**Run 1: cell density map**

7 x 12 tiles, from white (low) to dark blue (high), 0 to 100% covered.
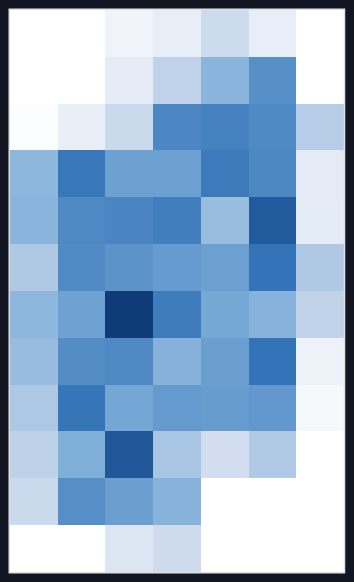
**Run 1: routing congestion**

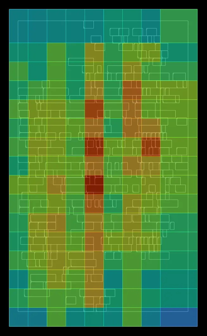
**Run 1: gate-type map**

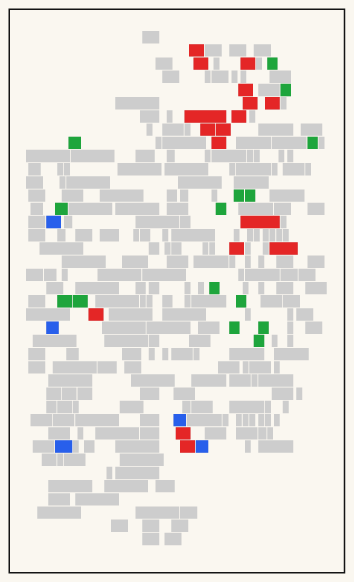
<file path="src/rtl/matmul_pkg.sv">
// rtl/matmul_pkg.sv - shared state encoding and helpers for matrix_multiply_gen (MATMUL_SATURATE_EN selects saturating output)
package matmul_pkg;

  typedef enum logic [1:0] {
    ST_IDLE   = 2'd0,
    ST_RUN    = 2'd1,
    ST_DRAIN  = 2'd2,
    ST_FINISH = 2'd3
  } mm_state_t;

  function automatic int clog2(input int value);
    int r;
    r = 0;
    while ((1 << r) < value) r = r + 1;
    return r;
  endfunction

  // Address/counter width that never collapses to zero bits.
  function automatic int addr_bits(input int depth);
    return (depth > 1) ? clog2(depth) : 1;
  endfunction

  // Sum of N full-width products cannot overflow this width.
  function automatic int acc_width(input int width, input int n);
    return 2 * width + clog2(n);
  endfunction

  // Shift the accumulated sum down, then clamp or truncate to the element width.
  function automatic logic [63:0] scale_result(input logic [63:0] sum, input int shift, input int width);
    logic [63:0] shifted;
    logic [63:0] max_val;
    shifted = sum >> shift;
    max_val = (64'd1 << width) - 64'd1;
`ifdef MATMUL_SATURATE_EN
    if (shifted > max_val) shifted = max_val;
`endif
    return shifted & max_val;
  endfunction

endpackage

</file>
<file path="src/rtl/matrix_multiply_gen_mac.sv">
// rtl/matrix_multiply_gen_mac.sv - registered multiply-accumulate (matmul_mac) with clear-and-load and scaled result
module matmul_mac
  import matmul_pkg::*;
#(
  parameter int WIDTH     = 8,
  parameter int N         = 4,
  parameter int RES_SHIFT = 0
) (
  input  logic             clk,
  input  logic             rst,
  input  logic             valid,
  input  logic             last,
  input  logic [WIDTH-1:0] a,
  input  logic [WIDTH-1:0] b,
  output logic [WIDTH-1:0] result
);

  localparam int ACC_W = acc_width(WIDTH, N);

  logic [ACC_W-1:0]   acc;
  logic [2*WIDTH-1:0] product;
  logic [ACC_W-1:0]   sum;

  assign product = {{WIDTH{1'b0}}, a} * {{WIDTH{1'b0}}, b};
  assign sum     = acc + ACC_W'(product);
  // Result reflects the sum including the operand pair consumed this cycle.
  assign result  = WIDTH'(scale_result(64'(sum), RES_SHIFT, WIDTH));

  // Accumulate each valid product; the last term of a dot product clears acc for the next one.
  always_ff @(posedge clk or posedge rst) begin
    if (rst) begin
      acc <= '0;
    end else if (valid) begin
      acc <= last ? '0 : sum;
    end
  end

endmodule

</file>
<file path="src/rtl/matrix_multiply_gen.sv">
// rtl/matrix_multiply_gen.sv - pipelined RES = A x B engine over synchronous RAMs (MATMUL_SATURATE_EN selects saturating output)
module matrix_multiply_gen
  import matmul_pkg::*;
#(
  parameter int WIDTH          = 8,
  parameter int M              = 2,
  parameter int N              = 4,
  parameter int P              = 1,
  parameter int RES_SHIFT      = 0,
  parameter int A_depth_bits   = addr_bits(M * N),
  parameter int B_depth_bits   = addr_bits(N * P),
  parameter int RES_depth_bits = addr_bits(M * P)
) (
  input  logic                      clk,
  input  logic                      reset,
  input  logic                      Start,
  output logic                      Done,
  output logic                      A_read_en,
  output logic [A_depth_bits-1:0]   A_read_address,
  input  logic [WIDTH-1:0]          A_read_data_out,
  output logic                      B_read_en,
  output logic [B_depth_bits-1:0]   B_read_address,
  input  logic [WIDTH-1:0]          B_read_data_out,
  output logic                      RES_write_en,
  output logic [RES_depth_bits-1:0] RES_write_address,
  output logic [WIDTH-1:0]          RES_write_data_in
);

  localparam int IW = addr_bits(M);
  localparam int JW = addr_bits(P);
  localparam int KW = addr_bits(N);

  mm_state_t state, state_n;
  logic      drain_q;
  logic      issue;

  logic [IW-1:0] i_cnt;
  logic [JW-1:0] j_cnt;
  logic [KW-1:0] k_cnt;
  logic          i_last, j_last, k_last, last_elem;

  // Tags travelling alongside the RAM read: stage 1 = address cycle, stage 2 = data cycle.
  logic                      s1_valid, s1_last, s2_valid, s2_last;
  logic [RES_depth_bits-1:0] s1_res_addr, s2_res_addr;
  logic [WIDTH-1:0]          mac_result;

  assign i_last    = (i_cnt == IW'(M - 1));
  assign j_last    = (j_cnt == JW'(P - 1));
  assign k_last    = (k_cnt == KW'(N - 1));
  assign last_elem = i_last && j_last && k_last;

  // State register plus the one-bit drain timer.
  always_ff @(posedge clk or posedge reset) begin
    if (reset) begin
      state   <= ST_IDLE;
      drain_q <= 1'b0;
    end else begin
      state   <= state_n;
      drain_q <= (state == ST_DRAIN) && !drain_q;
    end
  end

  // Next state and issue decision; an element is issued on every RUN cycle and on the accepting IDLE cycle.
  always_comb begin
    state_n = state;
    issue   = 1'b0;
    case (state)
      ST_IDLE: begin
        if (Start) begin
          issue   = 1'b1;
          state_n = last_elem ? ST_DRAIN : ST_RUN;
        end
      end
      ST_RUN: begin
        issue = 1'b1;
        if (last_elem) state_n = ST_DRAIN;
      end
      ST_DRAIN: begin
        if (drain_q) state_n = ST_FINISH;
      end
      ST_FINISH: state_n = ST_IDLE;
      default:   state_n = ST_IDLE;
    endcase
  end

  // Issue stage: register RAM reads, advance i/j/k (k innermost) and launch the stage-1 tag.
  always_ff @(posedge clk or posedge reset) begin
    if (reset) begin
      A_read_en      <= 1'b0;
      B_read_en      <= 1'b0;
      A_read_address <= '0;
      B_read_address <= '0;
      i_cnt          <= '0;
      j_cnt          <= '0;
      k_cnt          <= '0;
      s1_valid       <= 1'b0;
      s1_last        <= 1'b0;
      s1_res_addr    <= '0;
    end else begin
      A_read_en <= issue;
      B_read_en <= issue;
      s1_valid  <= issue;
      s1_last   <= issue && k_last;
      if (issue) begin
        A_read_address <= A_depth_bits'(32'(i_cnt) * 32'(N) + 32'(k_cnt));
        B_read_address <= B_depth_bits'(32'(k_cnt) * 32'(P) + 32'(j_cnt));
        s1_res_addr    <= RES_depth_bits'(32'(i_cnt) * 32'(P) + 32'(j_cnt));
        if (k_last) begin
          k_cnt <= '0;
          if (j_last) begin
            j_cnt <= '0;
            i_cnt <= i_last ? '0 : i_cnt + 1'b1;
          end else begin
            j_cnt <= j_cnt + 1'b1;
          end
        end else begin
          k_cnt <= k_cnt + 1'b1;
        end
      end else begin
        A_read_address <= '0;
        B_read_address <= '0;
      end
    end
  end

  // Data stage tags, RES write registers and the completion pulse.
  always_ff @(posedge clk or posedge reset) begin
    if (reset) begin
      s2_valid          <= 1'b0;
      s2_last           <= 1'b0;
      s2_res_addr       <= '0;
      RES_write_en      <= 1'b0;
      RES_write_address <= '0;
      RES_write_data_in <= '0;
      Done              <= 1'b0;
    end else begin
      s2_valid     <= s1_valid;
      s2_last      <= s1_last;
      s2_res_addr  <= s1_res_addr;
      RES_write_en <= s2_valid && s2_last;
      if (s2_valid && s2_last) begin
        RES_write_address <= s2_res_addr;
        RES_write_data_in <= mac_result;
      end
      Done <= (state == ST_FINISH);
    end
  end

  matmul_mac #(
    .WIDTH     (WIDTH),
    .N         (N),
    .RES_SHIFT (RES_SHIFT)
  ) u_mac (
    .clk    (clk),
    .rst    (reset),
    .valid  (s2_valid),
    .last   (s2_last),
    .a      (A_read_data_out),
    .b      (B_read_data_out),
    .result (mac_result)
  );

endmodule

</file>
<file path="config.mk">
export PLATFORM = sky130hd
export DESIGN_NAME = matrix_multiply_gen
export DESIGN_NICKNAME = d
export VERILOG_FILES = /design/src/rtl/matmul_pkg.sv /design/src/rtl/matrix_multiply_gen_mac.sv /design/src/rtl/matrix_multiply_gen.sv
export SDC_FILE = /design/constraint.sdc
export NUM_CORES = 1
export LEC_CHECK = 0
export CAP_MARGIN = 30
export CORE_ASPECT_RATIO = 1.75
export CORE_MARGIN = 3
export CORE_UTILIZATION = 35
export DETAILED_ROUTE_END_ITERATION = 10
export GPL_TIMING_DRIVEN = 0
export HOLD_SLACK_MARGIN = 0.1
export MAX_ROUTING_LAYER = met4
export PLACE_DENSITY = 0.58
export SLEW_MARGIN = 25
export SYNTH_ARGS = -nofsm -noshare
export SYNTH_HDL_FRONTEND = slang
export SYNTH_HIERARCHICAL = 1
export SYNTH_SLANG_ARGS = --single-unit
export TNS_END_PERCENT = 30
</file>
<file path="constraint.sdc">
create_clock -name clk -period 5.9 [get_ports clk]
set_clock_uncertainty 0.1 [all_clocks]
set_input_delay 1.18 -clock clk [delete_from_list [all_inputs] [get_ports clk]]
set_output_delay 1.18 -clock clk [all_outputs]
set_load 0.02 [all_outputs]
</file>
==> flow_summary.ini, run 1 <==
; flow metrics
[synth]
netlist_top_cells_area = dfrtp_1 35%, fa_1 15%, ha_1 12%
synth-compound-area-share_pct = 6.70
ys_seq_share_pct = 35.3
synth-simple-area-share_pct = 11.1
synth.logic.top_family = adder cells
synthAdderAreaFrac_pct = 26.9
ys_area_sq_mm = 0.00241
synth_warnings = 6
ys_top_cells_by_count = 44 x inv_1, 34 x dfrtp_1, 33 x nand2_1, 23 x ha_1, 18 x fa_1
yosys-mux-area-fraction_pct = 4.21

[sta]
setup_viol = 0
final-hold-violation-count = 0
finalWorstSetupSlack_ns = 0.201
tns_ns = 0
hold_ws_ns = 0.248

[setup_path]
r2r_end = RES_write_data_in[7]
startpoint = A_read_data_out[0]
rr_startpoint = u_mac/acc[4]
worst-r2r-cell-count = 15
path_buffers = 5
crit_arrival_ns = 5.76
cpLargestDelayFamily = adder cells

[status]
status = finished clean

[routing]
num_vias = 1623
wl_mm = 4.72
drc_errors = 0
final_antenna_net_count = 0

[pwr]
power_density_mw_per_mm2 = 594
power.switching_mw = 0.727

[placed_design]
placed_area_sq_mm = 0.00289

[global_routing]
grt_pass1_vias = 1756
grt_pass1_wl_mm = 8.16
grt_overflow = 0
antenna_found_initial = 0
grt_max_degree = 19
track_usage_pct = 14.3

[clock_tree]
htreeDepth = 2

[final_layout]
largest_cell_class = multi-input combinational cells
clockNetworkAreaShare_pct = 4.97
final-nonclk-buf-share_pct = 13.4
synthToLayoutAreaGrowth_pct = 26.3
fin_cells = 353

[floorplanning]
io_pins = 37
fp_util_pct = 36.6
std_cell_rows = 39
About 'cell density map':
emptiest ninth of the die = lower right
mean over tiles = 37%
fullest tile = 95%
densest ninth of the die = centre
tiles over 75% full = 3.6%
nearly empty tiles = 19%

About 'routing congestion':
grt met2 use: 24.4%
global-route met3 utilization: 2.52%
average wire per standard cell: 13.4 um
utilization after layout: 46.2%
GR Util met1: 14.8%

About 'gate-type map':
blue -> non-inverting ao/oa cells  # cells 5
green -> and/or cells  # cells 15
red -> xor and xnor cells  # cells 17

==> run 1: per-layer routing <==
metal,GRT usage [%],routed length [um]
met5,-,0
met4,8.33,217
met3,2.52,245
met2,24.4,2550
met1,14.8,1720
==> run 1: sequential cells by signal, summed over array words and instances, names as in the netlist, 2 cells and up <==
| register | flops |
|---|---|
| u_mac/acc | 8 |
| RES_write_data_in | 8 |
| A_read_address | 2 |
| k_cnt | 2 |
| state | 2 |
==> run 1: kinds of logic after synthesis <==
group	Yosys count
multiplexers	9
AND-OR/OR-AND	21
adder cells (fa/ha/maj)	41
AND/OR/NAND/NOR	55
buffers and inverters	49
XOR/XNOR	17
flip-flops	34
==> inputs of run 2 (changes only) <==
--- a/config.mk
+++ b/config.mk
@@ -10,13 +10,12 @@
 export CORE_MARGIN = 3
 export CORE_UTILIZATION = 35
 export DETAILED_ROUTE_END_ITERATION = 10
-export GPL_TIMING_DRIVEN = 0
+export GPL_TIMING_DRIVEN = 1
 export HOLD_SLACK_MARGIN = 0.1
 export MAX_ROUTING_LAYER = met4
 export PLACE_DENSITY = 0.58
 export SLEW_MARGIN = 25
 export SYNTH_ARGS = -nofsm -noshare
 export SYNTH_HDL_FRONTEND = slang
-export SYNTH_HIERARCHICAL = 1
 export SYNTH_SLANG_ARGS = --single-unit
 export TNS_END_PERCENT = 30
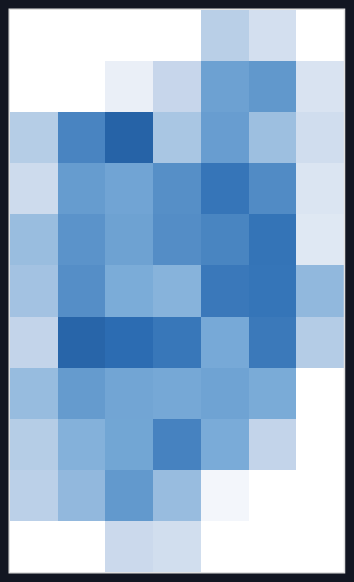
**Above:** run 2 (cell density map).
7 x 11 tiles, from white (low) to dark blue (high), 0 to 100% covered.
mean over tiles = 37%
fullest tile = 80%
tiles over 75% full = 3.9%
emptiest ninth of the die = lower right
nearly empty tiles = 21%

==> flow_summary.ini, run 2 <==
; flow metrics
[synth]
ys_top_cells_by_count = 43 x inv_1, 36 x nand2_1, 34 x dfrtp_1, 22 x ha_1, 18 x fa_1
synth.logic.top_family = adder cells
ys_area_sq_mm = 0.00236
netlist_top_cells_area = dfrtp_1 36%, fa_1 15%, ha_1 12%
synth-compound-area-share_pct = 6.80
synthAdderAreaFrac_pct = 27.0
yosys-mux-area-fraction_pct = 2.87

[final_layout]
fin_cells = 351
fin_util_pct = 45.3
largestRegisters = RES_write_data_in: 8 flops, u_mac.acc: 8 flops
synthToLayoutAreaGrowth_pct = 25.6

[global_routing]
grt_use_met1_pct = 14.3
grt_max_degree = 35
track_usage_pct = 13.4
use_met2_pct = 24.5
grt_pass1_vias = 1700
grt_pass1_wl_mm = 7.65
grt.busiest_layer = met2
antenna_found_initial = 0

[routing]
num_vias = 1586
drc_errors = 0
met3_length_um = 169
top_layer = met4
wl_met2_mm = 2.62
post_drt_wl_per_cell_um = 13.4
final_antenna_net_count = 0
met1_length_mm = 1.86

[setup_path]
startpoint = B_read_data_out[1]
r2r_end = RES_write_data_in[7]
cpLargestDelayFamily = adder cells
r2r_slack_ns = 1.64
path_buffers = 4
worst-r2r-cell-count = 14
critPathMaxFanout = 7
crit_arrival_ns = 5.57
rr_startpoint = u_mac.acc[4]

[sta]
finalWorstSetupSlack_ns = 0.422
rsz0062_at_grt = false
setup_viol = 0
tns_ns = 0
hold_ws_ns = 0.247

[floorplanning]
fp_util_pct = 36.0
std_cell_rows = 39
io_pins = 37

[clock_tree]
ctsHoldBuffers = 0
htreeDepth = 2

[status]
status = finished clean
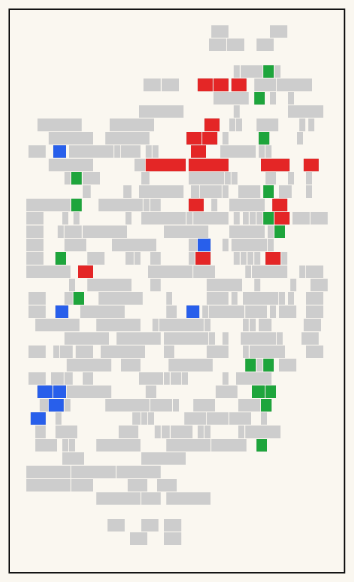
**Above:** run 2 (gate-type map).
red -> xor and xnor cells  # cells 17
blue -> non-inverting ao/oa cells  # cells 8
green -> and/or cells  # cells 16

run 2: cell count changes after synthesis, sizes merged, moves of 2 or more:
| cell | change |
|---|---|
| mux2 | -3 |
| nand2 | +3 |
| o21ai | +3 |
| o22a | +3 |
| a32oi | -2 |
| clkbuf | +2 |
| inv | -2 |
| nand2b | -2 |
run 2: final cells by class:
class / instances / area share, %
Multi-Input combinational cell: 145 / 44.4
Sequential cell: 34 / 28.8
Timing Repair Buffer: 39 / 12.9
Inverter: 43 / 5.45
Clock buffer: 7 / 4.82
Tap cell: 82 / 3.47
Clock inverter: 1 / 0.169
run 2: report_power, final:
part | switching (mW) | total, mW | internal (mW)
Combinational | 0.504 | 1.01 | 0.509
Sequential | 0.0704 | 0.419 | 0.349
Clock | 0.0884 | 0.255 | 0.167
